## src/rtl/axi_burst_master.sv

```systemverilog
// Single-outstanding AXI4 master: one aligned INCR burst per command, W/R streams passed through.
// Define AXI_BURST_MASTER_ERR_EN to report BRESP/RRESP errors on done_err (tied low otherwise).
module axi_burst_master #(
    parameter int DATA_WIDTH = 32,
    parameter int ADDR_WIDTH = 8,
    parameter int ID_WIDTH   = 8,
    parameter int STRB_WIDTH = DATA_WIDTH / 8
) (
    input  logic                  clk,
    input  logic                  rst,
    input  logic                  cmd_valid,
    output logic                  cmd_ready,
    input  logic                  cmd_write,
    input  logic [ADDR_WIDTH-1:0] cmd_addr,
    input  logic [7:0]            cmd_len,
    input  logic [ID_WIDTH-1:0]   cmd_id,
    input  logic [DATA_WIDTH-1:0] wr_tdata,
    input  logic                  wr_tvalid,
    output logic                  wr_tready,
    output logic [DATA_WIDTH-1:0] rd_tdata,
    output logic                  rd_tvalid,
    input  logic                  rd_tready,
    output logic                  rd_tlast,
    output logic                  done_valid,
    output logic                  done_err,
    output logic [ID_WIDTH-1:0]   m_axi_awid,
    output logic [ADDR_WIDTH-1:0] m_axi_awaddr,
    output logic [7:0]            m_axi_awlen,
    output logic [2:0]            m_axi_awsize,
    output logic [1:0]            m_axi_awburst,
    output logic                  m_axi_awlock,
    output logic [3:0]            m_axi_awcache,
    output logic [2:0]            m_axi_awprot,
    output logic                  m_axi_awvalid,
    input  logic                  m_axi_awready,
    output logic [DATA_WIDTH-1:0] m_axi_wdata,
    output logic [STRB_WIDTH-1:0] m_axi_wstrb,
    output logic                  m_axi_wlast,
    output logic                  m_axi_wvalid,
    input  logic                  m_axi_wready,
    input  logic [ID_WIDTH-1:0]   m_axi_bid,
    input  logic [1:0]            m_axi_bresp,
    input  logic                  m_axi_bvalid,
    output logic                  m_axi_bready,
    output logic [ID_WIDTH-1:0]   m_axi_arid,
    output logic [ADDR_WIDTH-1:0] m_axi_araddr,
    output logic [7:0]            m_axi_arlen,
    output logic [2:0]            m_axi_arsize,
    output logic [1:0]            m_axi_arburst,
    output logic                  m_axi_arlock,
    output logic [3:0]            m_axi_arcache,
    output logic [2:0]            m_axi_arprot,
    output logic                  m_axi_arvalid,
    input  logic                  m_axi_arready,
    input  logic [ID_WIDTH-1:0]   m_axi_rid,
    input  logic [DATA_WIDTH-1:0] m_axi_rdata,
    input  logic [1:0]            m_axi_rresp,
    input  logic                  m_axi_rlast,
    input  logic                  m_axi_rvalid,
    output logic                  m_axi_rready
);
    localparam logic [2:0]            AXSIZE     = 3'($clog2(STRB_WIDTH));
    localparam logic [ADDR_WIDTH-1:0] ALIGN_MASK = ~ADDR_WIDTH'(STRB_WIDTH - 1);

    typedef enum logic [2:0] {S_IDLE, S_AW, S_W, S_B, S_AR, S_R} state_t;

    state_t                state_q;
    logic [ADDR_WIDTH-1:0] addr_q;
    logic [7:0]            len_q;
    logic [7:0]            beat_cnt_q;
    logic [ID_WIDTH-1:0]   id_q;
    logic                  awvalid_q, arvalid_q, bready_q, done_valid_q;
    logic                  w_hs, r_hs, w_last;

    assign cmd_ready     = (state_q == S_IDLE);
    assign done_valid    = done_valid_q;

    assign m_axi_awid    = id_q;
    assign m_axi_awaddr  = addr_q;
    assign m_axi_awlen   = len_q;
    assign m_axi_awsize  = AXSIZE;
    assign m_axi_awburst = 2'b01;
    assign m_axi_awlock  = 1'b0;
    assign m_axi_awcache = 4'd0;
    assign m_axi_awprot  = 3'd0;
    assign m_axi_awvalid = awvalid_q;

    assign m_axi_arid    = id_q;
    assign m_axi_araddr  = addr_q;
    assign m_axi_arlen   = len_q;
    assign m_axi_arsize  = AXSIZE;
    assign m_axi_arburst = 2'b01;
    assign m_axi_arlock  = 1'b0;
    assign m_axi_arcache = 4'd0;
    assign m_axi_arprot  = 3'd0;
    assign m_axi_arvalid = arvalid_q;

    // Data channels are pure passthroughs, gated so nothing leaks outside the owning state.
    assign w_last        = (beat_cnt_q == len_q);
    assign m_axi_wdata   = wr_tdata;
    assign m_axi_wstrb   = '1;
    assign m_axi_wvalid  = (state_q == S_W) && wr_tvalid;
    assign wr_tready     = (state_q == S_W) && m_axi_wready;
    assign m_axi_wlast   = (state_q == S_W) && w_last;
    assign m_axi_bready  = bready_q;

    assign rd_tdata      = m_axi_rdata;
    assign rd_tvalid     = (state_q == S_R) && m_axi_rvalid;
    assign m_axi_rready  = (state_q == S_R) && rd_tready;
    assign rd_tlast      = (state_q == S_R) && m_axi_rlast;

    assign w_hs          = m_axi_wvalid && m_axi_wready;
    assign r_hs          = m_axi_rvalid && m_axi_rready;

    always_ff @(posedge clk) begin
        if (rst) begin
            state_q      <= S_IDLE;
            addr_q       <= '0;
            len_q        <= '0;
            id_q         <= '0;
            beat_cnt_q   <= '0;
            awvalid_q    <= 1'b0;
            arvalid_q    <= 1'b0;
            bready_q     <= 1'b0;
            done_valid_q <= 1'b0;
        end else begin
            done_valid_q <= 1'b0;
            case (state_q)
                S_IDLE: if (cmd_valid) begin
                    addr_q     <= cmd_addr & ALIGN_MASK;
                    len_q      <= cmd_len;
                    id_q       <= cmd_id;
                    beat_cnt_q <= '0;
                    if (cmd_write) begin
                        state_q   <= S_AW;
                        awvalid_q <= 1'b1;
                    end else begin
                        state_q   <= S_AR;
                        arvalid_q <= 1'b1;
                    end
                end
                S_AW: if (m_axi_awready) begin
                    awvalid_q <= 1'b0;
                    state_q   <= S_W;
                end
                S_W: if (w_hs) begin
                    if (w_last) begin
                        state_q  <= S_B;
                        bready_q <= 1'b1;
                    end else begin
                        beat_cnt_q <= beat_cnt_q + 8'd1;
                    end
                end
                S_B: if (m_axi_bvalid) begin
                    bready_q     <= 1'b0;
                    done_valid_q <= 1'b1;
                    state_q      <= S_IDLE;
                end
                S_AR: if (m_axi_arready) begin
                    arvalid_q <= 1'b0;
                    state_q   <= S_R;
                end
                S_R: if (r_hs && m_axi_rlast) begin
                    done_valid_q <= 1'b1;
                    state_q      <= S_IDLE;
                end
                default: state_q <= S_IDLE;
            endcase
        end
    end

`ifdef AXI_BURST_MASTER_ERR_EN
    logic rerr_q, done_err_q;

    // rerr_q is sticky across read beats and cleared when the next command is taken.
    always_ff @(posedge clk) begin
        if (rst) begin
            rerr_q     <= 1'b0;
            done_err_q <= 1'b0;
        end else begin
            done_err_q <= 1'b0;
            if (cmd_valid && cmd_ready)
                rerr_q <= 1'b0;
            else if (r_hs)
                rerr_q <= rerr_q | (m_axi_rresp != 2'b00);
            if ((state_q == S_B) && m_axi_bvalid)
                done_err_q <= (m_axi_bresp != 2'b00);
            if (r_hs && m_axi_rlast)
                done_err_q <= rerr_q | (m_axi_rresp != 2'b00);
        end
    end

    assign done_err = done_err_q;
`else
    assign done_err = 1'b0;
`endif

    logic unused_ok;
    assign unused_ok = ^{m_axi_bid, m_axi_rid, m_axi_bresp, m_axi_rresp};

endmodule

```

## config.mk

```make
export PLATFORM = sky130hd
export DESIGN_NAME = axi_burst_master
export DESIGN_NICKNAME = d
export VERILOG_FILES = /design/src/rtl/axi_burst_master.sv
export SDC_FILE = /design/constraint.sdc
export NUM_CORES = 1
export LEC_CHECK = 0
export CAP_MARGIN = 20
export CORE_AREA = 2 2 107 109
export DETAILED_ROUTE_END_ITERATION = 7
export DIE_AREA = 0 0 109 111
export GPL_ROUTABILITY_DRIVEN = 0
export PLACE_DENSITY = 0.66
export SYNTH_ARGS = -nofsm -noshare
export SYNTH_HDL_FRONTEND = slang
export SYNTH_SLANG_ARGS = --single-unit
```

## constraint.sdc

```tcl
create_clock -name clk -period 5.7 [get_ports clk]
set_input_delay 1.14 -clock clk [delete_from_list [all_inputs] [get_ports clk]]
set_output_delay 1.14 -clock clk [all_outputs]
set_load 0.05 [all_outputs]
```

==> run_1/placement_by_type.png <==
Scale bar: 20 um.
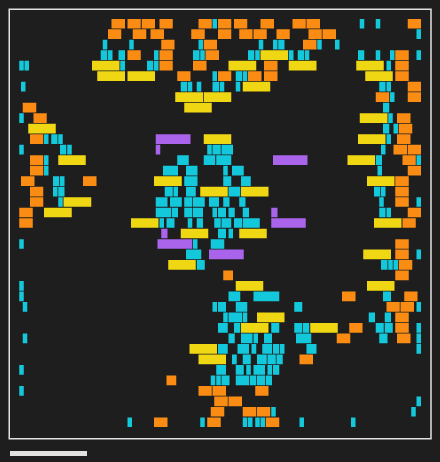
Key: other buffers and delay cells = orange [cells 90]; clock drivers and dummy loads = purple [cells 8]; flops = yellow [cells 37]; combinational and other logic = cyan [cells 197]
core area: 0.0111 mm2
post-layout instance area: 0.00300 mm2
final core occ: 0.271

==> run_1/logic_types.png <==
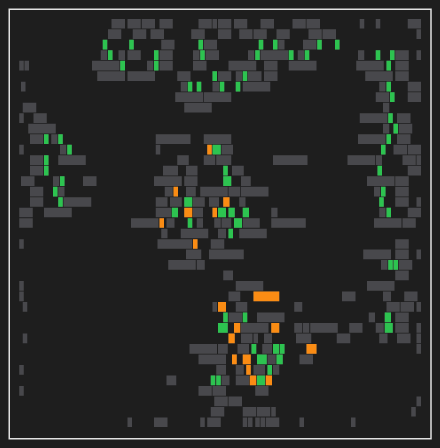
Key: NAND gates = green [cells 69, where widely spread]; NOR gates = orange [cells 18]
combinational share of cell area: 0.346
most used logic cell in the final layout: clkdlybuf4s50_1
Layout Cells excl Fill: 475

==> run_1/wires.png <==
Scale bar: 20 um. Two of the layers only.
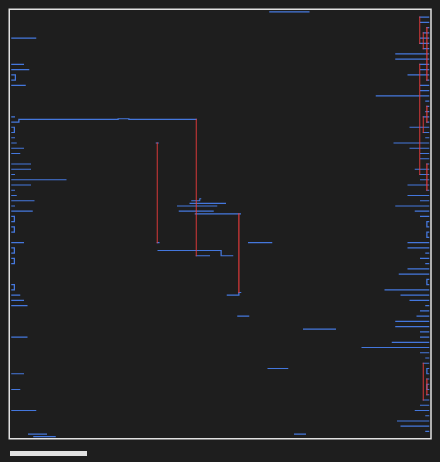
Key: metal 3 = blue [wire length 546 um]; metal 4 = red [wire length 163 um]
DR vias: 2,041
Post-Route WL: 6.06 mm
drt wl/cell: 12.8 um

==> run_1/flops_by_reg.png <==
Scale bar: 20 um.
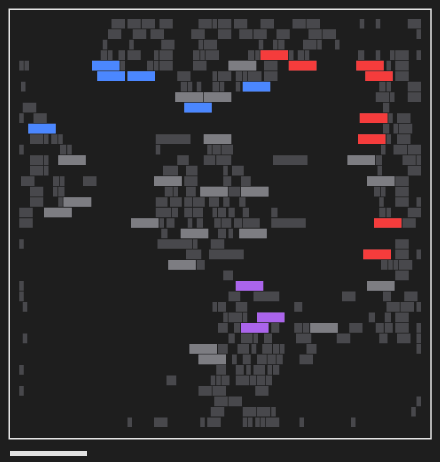
Key: `state_q` = purple [sequential cells 3]; `m_axi_arid` = red [sequential cells 8, where north-east]; `m_axi_araddr` = blue [sequential cells 6]
Seq. pwr: 0.000371 W
FF/Latch Area: 741 um2
Seq/total area: 0.247

==> impl_metrics.py, run 1 <==
# Generated from Yosys and OpenROAD reports
metrics = {
    "status": {
        "outcome": "complete, no violations",
    },
    "flow_run": {
        "warnings": 48,
    },
    "pwr": {
        "p_leak_nw": 1.12,
        "pwr_density_cell_mw_per_mm2": 457,
    },
    "global_routing": {
        "grt_start_max_net_pins": 38,
        "grt.busiest_layer": "met2",
        "gr-usage-met1": 0.112,
        "grtUsageMet3": 0.0253,
        "use_met2": 0.159,
    },
    "synth": {
        "avgSynthCellArea_um2": 7.83,
        "async_reset_ff_frac": 0,
        "syn_inst": 334,
        "synthDominantCellAreaShare": 0.347,
        "ys_sh_xor": 0.0268,
        "top_cells_by_area": "buf_4 35%, dfxtp_1 28%, nand2_1 7.8%",
        "synth-simple-area-share": 0.188,
        "syn_area_mm2": 0.00262,
        "synth-main-ff-cell": "dfxtp_1",
    },
    "die": {
        "fp_util": 0.236,
    },
    "final_timing": {
        "drv_slew": 0,
        "setup_viol": 0,
        "period_minus_slack_ps": 3760,
        "setup_ws_ps": 1940,
        "tightestPinTransition_ps": 980,
    },
    "critical_path": {
        "worstRegToRegCells": 5,
        "cp_num_buf_inv": 2,
        "crit_chain": "clkdlybuf4s50_1 -> and3_1 -> clkdlybuf4s50_1",
        "crit_top_cell": "clkdlybuf4s50_1",
        "rr_startpoint": "state_q[1]",
    },
    "routing": {
        "viasPerCell": 4.30,
        "drtAntennaViolNets": 0,
        "met3WireLength_um": 546,
    },
    "placed_design": {
        "placed_cell_area_mm2": 0.00286,
        "dp_hpwl_mm": 4.43,
    },
    "worst_hold_path": {
        "min-delay-start": "m_axi_arid[1]",
        "min_to": "m_axi_arid[1]",
    },
    "clock_tree": {
        "cts_made_buffers": 5,
        "clkTransAtPathRegs_ps": 60,
        "cts_setup_buffers": 0,
        "h-tree-depth": 2,
    },
    "cells_and_area": {
        "diodes": 0,
        "fillers": 1213,
        "drive_gt1_frac": 0.0482,
        "area_growth_pct": 14.7,
    },
}
## run 1: worst max path at each step
stage	start	end	slack (ps)	cells after the start
4_1_cts	wr_tvalid	m_axi_wvalid	1940	3
3_5_place_dp	wr_tvalid	m_axi_wvalid	1940	3
6_report	rd_tready	m_axi_rready	1940	3
3_3_place_gp	wr_tvalid	m_axi_wvalid	1940	3
5_1_grt	m_axi_arlen[7]	m_axi_wlast	1860	5
2_1_floorplan	m_axi_arlen[2]	m_axi_wlast	2860	4
## run 1: power breakdown
group / leakage, nW / internal [W] / switching, W
registers: 0.302 / 0.000305 / 0.0000656
logic: 0.747 / 0.000226 / 0.000507
clock network: 0.0706 / 0.000161 / 0.000106
## run 1: final cells by class
| cell class | count | area share |
|---|---|---|
| Clock buffer | 6 | 0.0430 |
| Clock inverter | 2 | 0.00334 |
| Inverter | 2 | 0.00250 |
| Multi-Input combinational cell | 195 | 0.346 |
| Sequential cell | 37 | 0.247 |
| Tap cell | 143 | 0.0596 |
| Timing Repair Buffer | 90 | 0.299 |
## run 1: cell usage in the layout, fill, tap and decap left out, types with 2 or more instances in the layout
cell,synthesis,layout
mux2_2,2,2
buf_4,121,2
and2_1,3,3
nand4_1,5,5
a21oi_1,27,27
a211o_1,2,2
nor2b_1,2,2
clkinv_2,0,2
or4_1,2,2
nand3b_1,2,2
nand3_1,6,6
clkdlybuf4s50_1,0,88
conb_1,2,35
and3_1,6,6
dfxtp_1,37,37
clkbuf_16,0,5
o21a_1,2,2
xnor2_1,8,8
inv_1,2,2
nor3_1,5,5
nand2_1,54,54
mux2_1,2,2
a31oi_1,3,3
nor2_1,8,7
## run 1: per-stage QoR
step,std cells,hold slack [ps],util
after CTS,475,470,0.271
after global routing,475,485,0.271
after global placement,467,455,0.258
after detailed placement,467,461,0.258
after floorplan,367,489,-
final,475,466,0.271
==> run_1/congestion.png <==
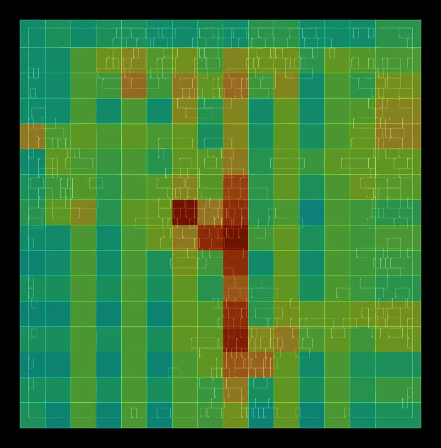

==> inputs of run 2 (changes only) <==
Clock period 5.7 ns to 3.66 ns, I/O delays scaled along.
==> run_2/congestion.png <==
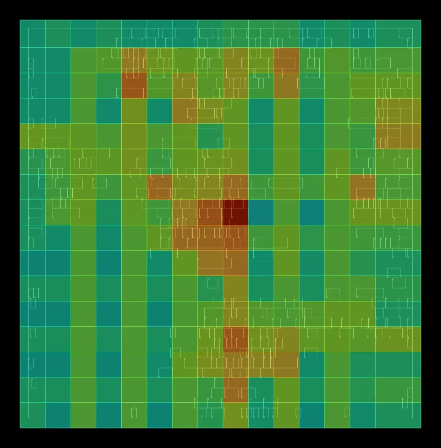
final core occ: 0.273
met2 Usage GRT: 0.160

==> run 2 against run 1 <==
Effect of this change: clock power grew 66%; final cell count is 0.42% higher; sequential power is 56% higher; utilization up 0.26 points; global-route usage decreased by 0.12 points; sequential cell count unchanged; via count fell by 1.0%; combinational power is 58% higher; die area unchanged.
==> impl_metrics.py, run 2 <==
# Generated from Yosys and OpenROAD reports
metrics = {
    "critical_path": {
        "rr_startpoint": "state_q[1]",
        "worstRegToRegCells": 5,
    },
    "worst_hold_path": {
        "min_to": "m_axi_arid[4]",
        "hold_depth": 2,
        "min-delay-start": "m_axi_arid[4]",
    },
    "synth": {
        "synth-main-ff-cell": "dfxtp_1",
        "synthDominantCellAreaShare": 0.347,
        "async_reset_ff_frac": 0,
        "ys_sh_adder": 0.00478,
        "ys_sh_xor": 0.0268,
        "synth-simple-area-share": 0.188,
        "syn_area_mm2": 0.00262,
        "avgSynthCellArea_um2": 7.83,
        "top_cells_by_area": "buf_4 35%, dfxtp_1 28%, nand2_1 7.8%",
    },
    "routing": {
        "drt_wl_total_mm": 5.99,
        "vias": 2020,
        "wire_per_inst_um": 12.6,
        "drtAntennaViolNets": 0,
    },
    "cells_and_area": {
        "final_cell_mix": "88 x clkdlybuf4s50_1, 54 x nand2_1, 37 x dfxtp_1",
        "drive_gt1_frac": 0.0569,
        "layout_top_cell": "clkdlybuf4s50_1",
        "regArea_um2": 741,
        "area_growth_pct": 15.8,
        "logic_area_mm2": 0.00104,
        "fillers": 1190,
    },
    "status": {
        "outcome": "complete, no violations",
    },
    "die": {
        "core-area_mm2": 0.0111,
    },
    "flow_run": {
        "warnings": 48,
    },
    "global_routing": {
        "gr-total-overflow": 0,
    },
    "clock_tree": {
        "h-tree-depth": 2,
        "clkTransAtPathRegs_ps": 70,
    },
    "final_timing": {
        "period_minus_slack_ps": 3090,
        "finalClockSkew_ps": 11.8,
        "setup_viol": 0,
        "tightestPinTransition_ps": 542,
    },
    "placed_design": {
        "dp_hpwl_mm": 4.45,
    },
    "pwr": {
        "p_leak_nw": 1.14,
    },
}
==> run_2/flops_by_reg.png <==
Scale bar: 20 um.
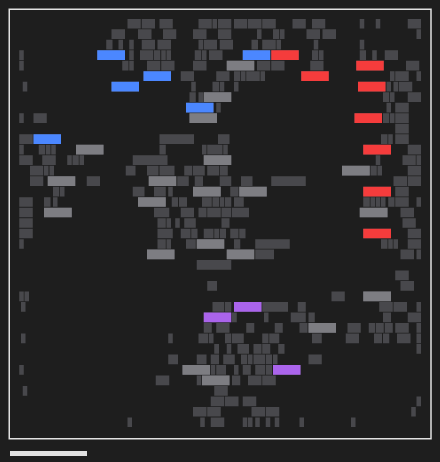
Key: `state_q` = purple [sequential cells 3]; `m_axi_araddr` = blue [sequential cells 6]; `m_axi_arid` = red [sequential cells 8, where north-east]

## run 2: through the flow
step,setup WS [ps],cell area (um2),utilization,instances,hold slack [ps]
6_report,573,3030,0.273,477,473
3_5_place_dp,705,2880,0.260,469,457
3_3_place_gp,714,2880,0.260,469,456
5_1_grt,442,3030,0.273,477,487
2_1_floorplan,1230,2740,-,367,489
4_1_cts,599,3030,0.273,477,476
## run 2: report_power, final
group,internal [W],switching [W]
Clock,0.000271,0.000172
Combinational,0.000366,0.000792
Sequential,0.000475,0.000103
Total,0.00111,0.00107
## run 2: cell families (layout without fill, tap and decap cells)
group	after synthesis	in the layout
fa+ha+maj	1	1
flops	37	37
mux	5	5
simple gates	101	101
compound gates	45	45
buf+inv	135	102
other cells	2	35
xor+xnor	8	8
## run 2: layer usage
layer	global-route usage	vias up	part of all wire
li1	-	951	-
met1	0.109	944	0.42
met2	0.160	102	0.47
met3	0.0312	23	0.085
met4	0.0427	0	0.021
met5	0	-	0
## run 2: worst max path at each step
stage | from | endpoint | slack [ps] | cells after the start
2_1_floorplan | m_axi_arlen[2] | m_axi_wlast | 1230 | 4
3_3_place_gp | wr_tvalid | m_axi_wvalid | 710 | 3
3_5_place_dp | m_axi_wready | wr_tready | 710 | 3
4_1_cts | state_q[0] | m_axi_rready | 600 | 3
5_1_grt | state_q[0] | m_axi_rready | 440 | 3
6_report | state_q[0] | m_axi_rready | 570 | 3
## run 2: layout make-up
class	count	area share
multi-input combinational	195	0.343
clock inverter	2	0.00454
sequential	37	0.245
inverter	2	0.00248
tap	143	0.0591
clock buffer	6	0.0458
timing repair buffer	92	0.301
## run 2: critical path: stages, from the launching register on
cell and delay (ps):
dfxtp_1 650, nor2b_1 380, and3_1 230, clkdlybuf4s50_1 810
Power and IR drop assume default switching activity.
